File: src/rtl/alu_unit_pkg.sv
// Shared ALU encodings: main-decoder operation classes and ALU control codes.
// Latency: n/a (types, constants and a helper only).
// Backpressure: n/a.
package alu_unit_pkg;

    // Operation class handed down by the main decoder.
    // Codes 101..111 are unused and execute as ADD.
    typedef enum logic [2:0] {
        ALU_OP_ADD    = 3'b000,  // address calc, JAL, JALR, AUIPC
        ALU_OP_BRANCH = 3'b001,
        ALU_OP_RTYPE  = 3'b010,
        ALU_OP_ITYPE  = 3'b011,
        ALU_OP_LUI    = 3'b100
    } alu_op_e;

    // Decoded ALU control. Codes 0..9 produce a result; A..F are compares
    // that only drive the branch mark.
    typedef enum logic [3:0] {
        ALU_ADD  = 4'h0,
        ALU_SUB  = 4'h1,
        ALU_SLL  = 4'h2,
        ALU_SLT  = 4'h3,
        ALU_SLTU = 4'h4,
        ALU_XOR  = 4'h5,
        ALU_SRL  = 4'h6,
        ALU_SRA  = 4'h7,
        ALU_OR   = 4'h8,
        ALU_AND  = 4'h9,
        ALU_BEQ  = 4'hA,
        ALU_BNE  = 4'hB,
        ALU_BLT  = 4'hC,
        ALU_BGE  = 4'hD,
        ALU_BLTU = 4'hE,
        ALU_BGEU = 4'hF
    } alu_ctrl_e;

    localparam int unsigned ALU_SHAMT_W = 5;

    // True for the compare codes A..F.
    function automatic logic is_cmp(input logic [3:0] ctrl);
        return ctrl[3] & (ctrl[2] | ctrl[1]);
    endfunction

endpackage

File: src/rtl/alu_unit_alu_control.sv
// ALU control decode: (alu_op, func3, func7) -> 4-bit ALU control code.
// Latency: purely combinational, zero cycles.
// Backpressure: none; output follows inputs every cycle.
module alu_control
    import alu_unit_pkg::*;
(
    input  logic [2:0] alu_op,
    input  logic [2:0] func3_code,
    input  logic       func7_code,
    output logic [3:0] alu_ctrl,
    // Set for the reserved branch func3 codes 010/011; the datapath must
    // then suppress the branch mark even though the code decodes to BEQ.
    output logic       br_illegal
);

    // Decode the operation class and function fields into a control code.
    always_comb begin
        alu_ctrl   = ALU_ADD;
        br_illegal = 1'b0;
        case (alu_op)
            ALU_OP_BRANCH: begin
                case (func3_code)
                    3'b000:  alu_ctrl = ALU_BEQ;
                    3'b001:  alu_ctrl = ALU_BNE;
                    3'b100:  alu_ctrl = ALU_BLT;
                    3'b101:  alu_ctrl = ALU_BGE;
                    3'b110:  alu_ctrl = ALU_BLTU;
                    3'b111:  alu_ctrl = ALU_BGEU;
                    default: begin
                        alu_ctrl   = ALU_BEQ;
                        br_illegal = 1'b1;
                    end
                endcase
            end
            ALU_OP_RTYPE, ALU_OP_ITYPE: begin
                case (func3_code)
                    // Immediate forms have no SUB; instr[30] is immediate data there.
                    3'b000:  alu_ctrl = (alu_op == ALU_OP_RTYPE && func7_code) ? ALU_SUB : ALU_ADD;
                    3'b001:  alu_ctrl = ALU_SLL;
                    3'b010:  alu_ctrl = ALU_SLT;
                    3'b011:  alu_ctrl = ALU_SLTU;
                    3'b100:  alu_ctrl = ALU_XOR;
                    3'b101:  alu_ctrl = func7_code ? ALU_SRA : ALU_SRL;
                    3'b110:  alu_ctrl = ALU_OR;
                    default: alu_ctrl = ALU_AND;
                endcase
            end
            // ADD class, LUI (op_A is zero upstream) and unused classes all add.
            default: alu_ctrl = ALU_ADD;
        endcase
    end

endmodule

File: src/rtl/alu_unit.sv
// Execute-stage ALU: decode, combinational result/branch mark, plus registered copies.
// Latency: alu_o/br_mark zero cycles; alu_o_q/br_mark_q one cycle after an en=1 edge.
// Backpressure: none; en=0 holds the registered outputs, combinational outputs always follow.
module alu_unit
    import alu_unit_pkg::*;
#(
    parameter int XLEN = 32
) (
    input  logic            clk,
    input  logic            rst_n,
    input  logic            en,
    input  logic [2:0]      alu_op,
    input  logic [2:0]      func3_code,
    input  logic            func7_code,
    input  logic [XLEN-1:0] op_A,
    input  logic [XLEN-1:0] op_B,
    output logic [3:0]      alu_ctrl,
    output logic [XLEN-1:0] alu_o,
    output logic            br_mark,
    output logic [XLEN-1:0] alu_o_q,
    output logic            br_mark_q
);

    logic                   br_illegal;
    logic [ALU_SHAMT_W-1:0] shamt;
    logic                   lt_s;
    logic                   lt_u;
    logic                   eq;
    logic [XLEN-1:0]        alu_o_d;
    logic                   br_mark_d;

    alu_control u_alu_control (
        .alu_op     (alu_op),
        .func3_code (func3_code),
        .func7_code (func7_code),
        .alu_ctrl   (alu_ctrl),
        .br_illegal (br_illegal)
    );

    assign shamt = op_B[ALU_SHAMT_W-1:0];
    assign lt_s  = $signed(op_A) < $signed(op_B);
    assign lt_u  = op_A < op_B;
    assign eq    = op_A == op_B;

    // Result and branch mark; non-compare ops mark taken so JAL/JALR branch unconditionally.
    always_comb begin
        alu_o   = '0;
        br_mark = 1'b1;
        case (alu_ctrl_e'(alu_ctrl))
            ALU_ADD:  alu_o = op_A + op_B;
            ALU_SUB:  alu_o = op_A - op_B;
            ALU_SLL:  alu_o = op_A << shamt;
            ALU_SLT:  alu_o = {{(XLEN-1){1'b0}}, lt_s};
            ALU_SLTU: alu_o = {{(XLEN-1){1'b0}}, lt_u};
            ALU_XOR:  alu_o = op_A ^ op_B;
            ALU_SRL:  alu_o = op_A >> shamt;
            ALU_SRA:  alu_o = $unsigned($signed(op_A) >>> shamt);
            ALU_OR:   alu_o = op_A | op_B;
            ALU_AND:  alu_o = op_A & op_B;
            ALU_BEQ:  br_mark = eq & ~br_illegal;
            ALU_BNE:  br_mark = ~eq;
            ALU_BLT:  br_mark = lt_s;
            ALU_BGE:  br_mark = ~lt_s;
            ALU_BLTU: br_mark = lt_u;
            ALU_BGEU: br_mark = ~lt_u;
        endcase
    end

    // Next-state for the output registers: capture on en, otherwise hold.
    always_comb begin
        alu_o_d   = en ? alu_o   : alu_o_q;
        br_mark_d = en ? br_mark : br_mark_q;
    end

    // Output registers, cleared asynchronously by reset.
    always_ff @(posedge clk or negedge rst_n) begin
        if (!rst_n) begin
            alu_o_q   <= '0;
            br_mark_q <= 1'b0;
        end else begin
            alu_o_q   <= alu_o_d;
            br_mark_q <= br_mark_d;
        end
    end

endmodule

File: config.mk
export PLATFORM = sky130hd
export DESIGN_NAME = alu_unit
export DESIGN_NICKNAME = d
export VERILOG_FILES = /design/src/rtl/alu_unit_pkg.sv /design/src/rtl/alu_unit_alu_control.sv /design/src/rtl/alu_unit.sv
export SDC_FILE = /design/constraint.sdc
export NUM_CORES = 1
export LEC_CHECK = 0
export CORE_UTILIZATION = 38
export CTS_BUF_LIST = sky130_fd_sc_hd__clkbuf_16
export DETAILED_ROUTE_END_ITERATION = 8
export PLACE_DENSITY = 0.7
export RECOVER_POWER = 50
export SLEW_MARGIN = 20
export SYNTH_ARGS = -nofsm -noshare
export SYNTH_HDL_FRONTEND = slang
export SYNTH_SLANG_ARGS = --single-unit
File: constraint.sdc
create_clock -name clk -period 6.5 [get_ports clk]
set_input_delay 1.3 -clock clk [delete_from_list [all_inputs] [get_ports clk]]
set_output_delay 1.3 -clock clk [all_outputs]
set_load 0.05 [all_outputs]
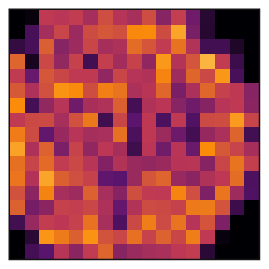
Fig. 1. Placement density heat map.
(1.5 px per um) 17 x 17 tiles, from black (low) to pale yellow (high), 0 to 100% covered.
emptiest ninth of the die: north-east
nearly empty tiles: 7.3%
fullest tile: 84%
mean over tiles: 44%
tiles over 75% full: 3.8%
placeable core region: 26,200 um^2
final cell utilization of the core: 0.481

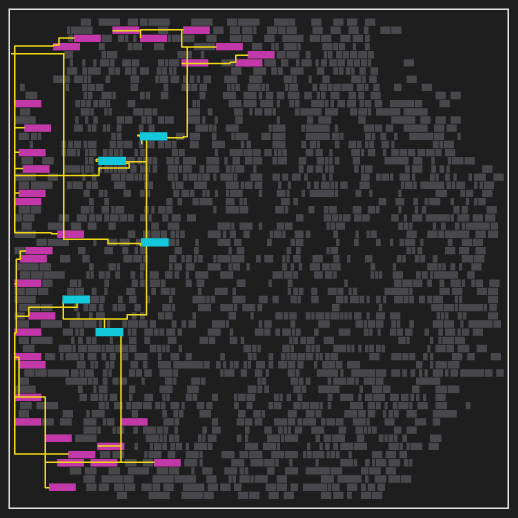
Fig. 2. Clock network drawn from the DEF.
(3 px per um)
[cells driving clock nets] cyan | count: 5
[clock wires] yellow | length: 770 um
[flip-flops] magenta | count: 33
routed clock nets: 6
clk latency late pin: 0.29 ns
Fin Clk Skew: 0 ns

==> results.md <==
| Result | Reported |
| --- | --- |
| Result of the run | finished with violations |
| Violated checks | design-rule violations, max-capacitance violations, max-slew violations |
| Number of maximum-capacitance violations | 1 |
| DRC violation count after routing | 1 |
| Leakage | 5.43 nW |
| Peak VDD IR | 174 uV |
| Final max-slew violation count | 34 |
| Horizontal die dimension | 166 um |
| Global-route wire length before repair | 71.8 mm |
| Buffers added on ports | 143 |
| Final TNS setup | 0 ns |
| Via density | 6.53 |
| Cell depth of the worst hold path | 1 |
| CTS tree | built |
| Min setup slack post-route | 0.158 ns |
| Worst r2r path cells | 3 |
| Post-Synthesis Cells | 1,425 |
| Gate Area | 8530 um^2 |
| First drt pass iteration count | 7 |
| Post-synthesis sequential element count | 33 |
| Average wire length per cell after detail routing | 25.5 um |
| Final period util | 0.976 |
| Sink Count | 33 |
| Layout cell share with drive strength beyond 1 | 0.155 |
| Worst Max-Slew Pin Slew | 1.90 ns |
| GRT Util Overall | 0.338 |
| Number of filler instances in the final layout | 2,693 |
| Via count of the routed design | 12,300 |
| Most repeated cell in the gate-level netlist after synthesis | sky130_fd_sc_hd__nor2_1 |
| Dominant cell area share | 0.119 |
| Power Density | 161 nW/um^2 |
| Total setup violations reported at the end of the flow | 0 |
| Async S/R FF share, synth | 1.00 |
| Number of OpenROAD warnings | 91 |
| Cell with the largest stage delay on the worst path | sky130_fd_sc_hd__clkdlybuf4s50_1 |
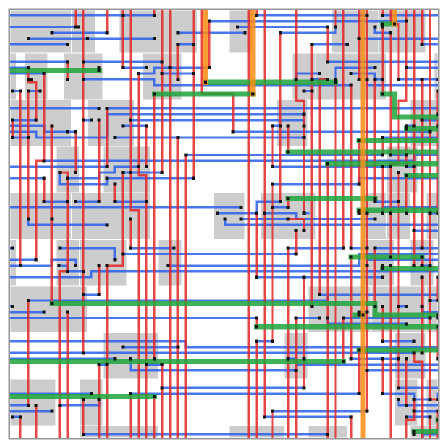
Fig. 3. Close-up of the layout.
Region (70, 70) to (95, 95) um. Cells in grey, sequential cells in the stronger grey; small squares are vias.
[met3] green
[met2] red
[met1] blue
[met4] orange
most frequent: ha_1 (7), nor2_1 (6), o21ai_0 (5)
sequential cells in the window: 0
cells with their middle in the window: 39

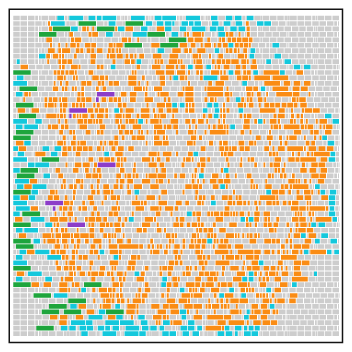
Fig. 4. Cells coloured by class.
(2 px per um) Fill, decap, tap and diode cells in grey.
[other buffers and delay cells] cyan | cells: 222 | share of their area: 19%
[flip-flops] green | cells: 33 | share of their area: 6.8%
[clock drivers and dummy loads] purple | cells: 8 | share of their area: 1.1%
[all other logic] orange | cells: 1,281 | share of their area: 73%
fraction of area in registers: 0.0655
Row Count: 59
final non-filler cell area: 12,600 um^2

==> where the power goes <==
part / total [W] / switching (W) / internal [W]
combinational: 0.00152 / 0.000952 / 0.000566
clock: 0.000240 / 0.000101 / 0.000139
sequential: 0.000268 / 0.0000198 / 0.000248
==> cell usage in the layout, fill, tap and decap left out, drive strengths merged, types with 54 or more instances in the layout <==
cell,count
nor2,158
a21oi,120
buf,119
nand2,116
inv,102
o21ai,102
ha,97
mux2i,70
clkdlybuf4s50,68
mux2,54
==> layer usage <==
| metal | up-vias | track usage |
|---|---|---|
| met2 | 690 | 0.521 |
| li1 | 5537 | - |
| met5 | - | 0 |
| met1 | 5968 | 0.490 |
| met3 | 76 | 0.0431 |
| met4 | 0 | 0.0951 |
==> kinds of logic after synthesis <==
| logic type | Yosys count | synth area share |
|---|---|---|
| xor gates and xnor gates | 6 | 0.00515 |
| AOI/OAI and AO/OA | 506 | 0.337 |
| buffers and inverters | 213 | 0.0849 |
| muxes | 149 | 0.184 |
| and+or+nand+nor | 419 | 0.185 |
| DFF | 33 | 0.0809 |
| adders and majority gates | 99 | 0.123 |
==> per-stage QoR <==
stage	cell area [um^2]	utilization
finish	12600	0.481
global route	12600	0.481
CTS	12600	0.480
detailed placement	12500	0.475
global placement	12500	0.475
floorplan	10200	-
==> state kept, by name, summed over array words and instances (netlist names) <==
| name | count |
|---|---|
| br_mark_q | 1 |
| alu_o_q | 32 |
==> timing repair <==
item / CTS / global route
gates resized: 0 / 3
endpoints found under the setup margin: 0 / 6
buffers inserted: 0 / 1
hold buffers: 0 / 0
==> layout make-up <==
type	count	share of cell area
well taps	335	0.0332
flip-flops and latches	33	0.0655
clock inverters	3	0.00109
inverters	102	0.0304
multi-input cells	1179	0.677
clock buffers	5	0.00992
repair buffers	222	0.183
No activity file was given, so power comes from the tool's default toggle rates.
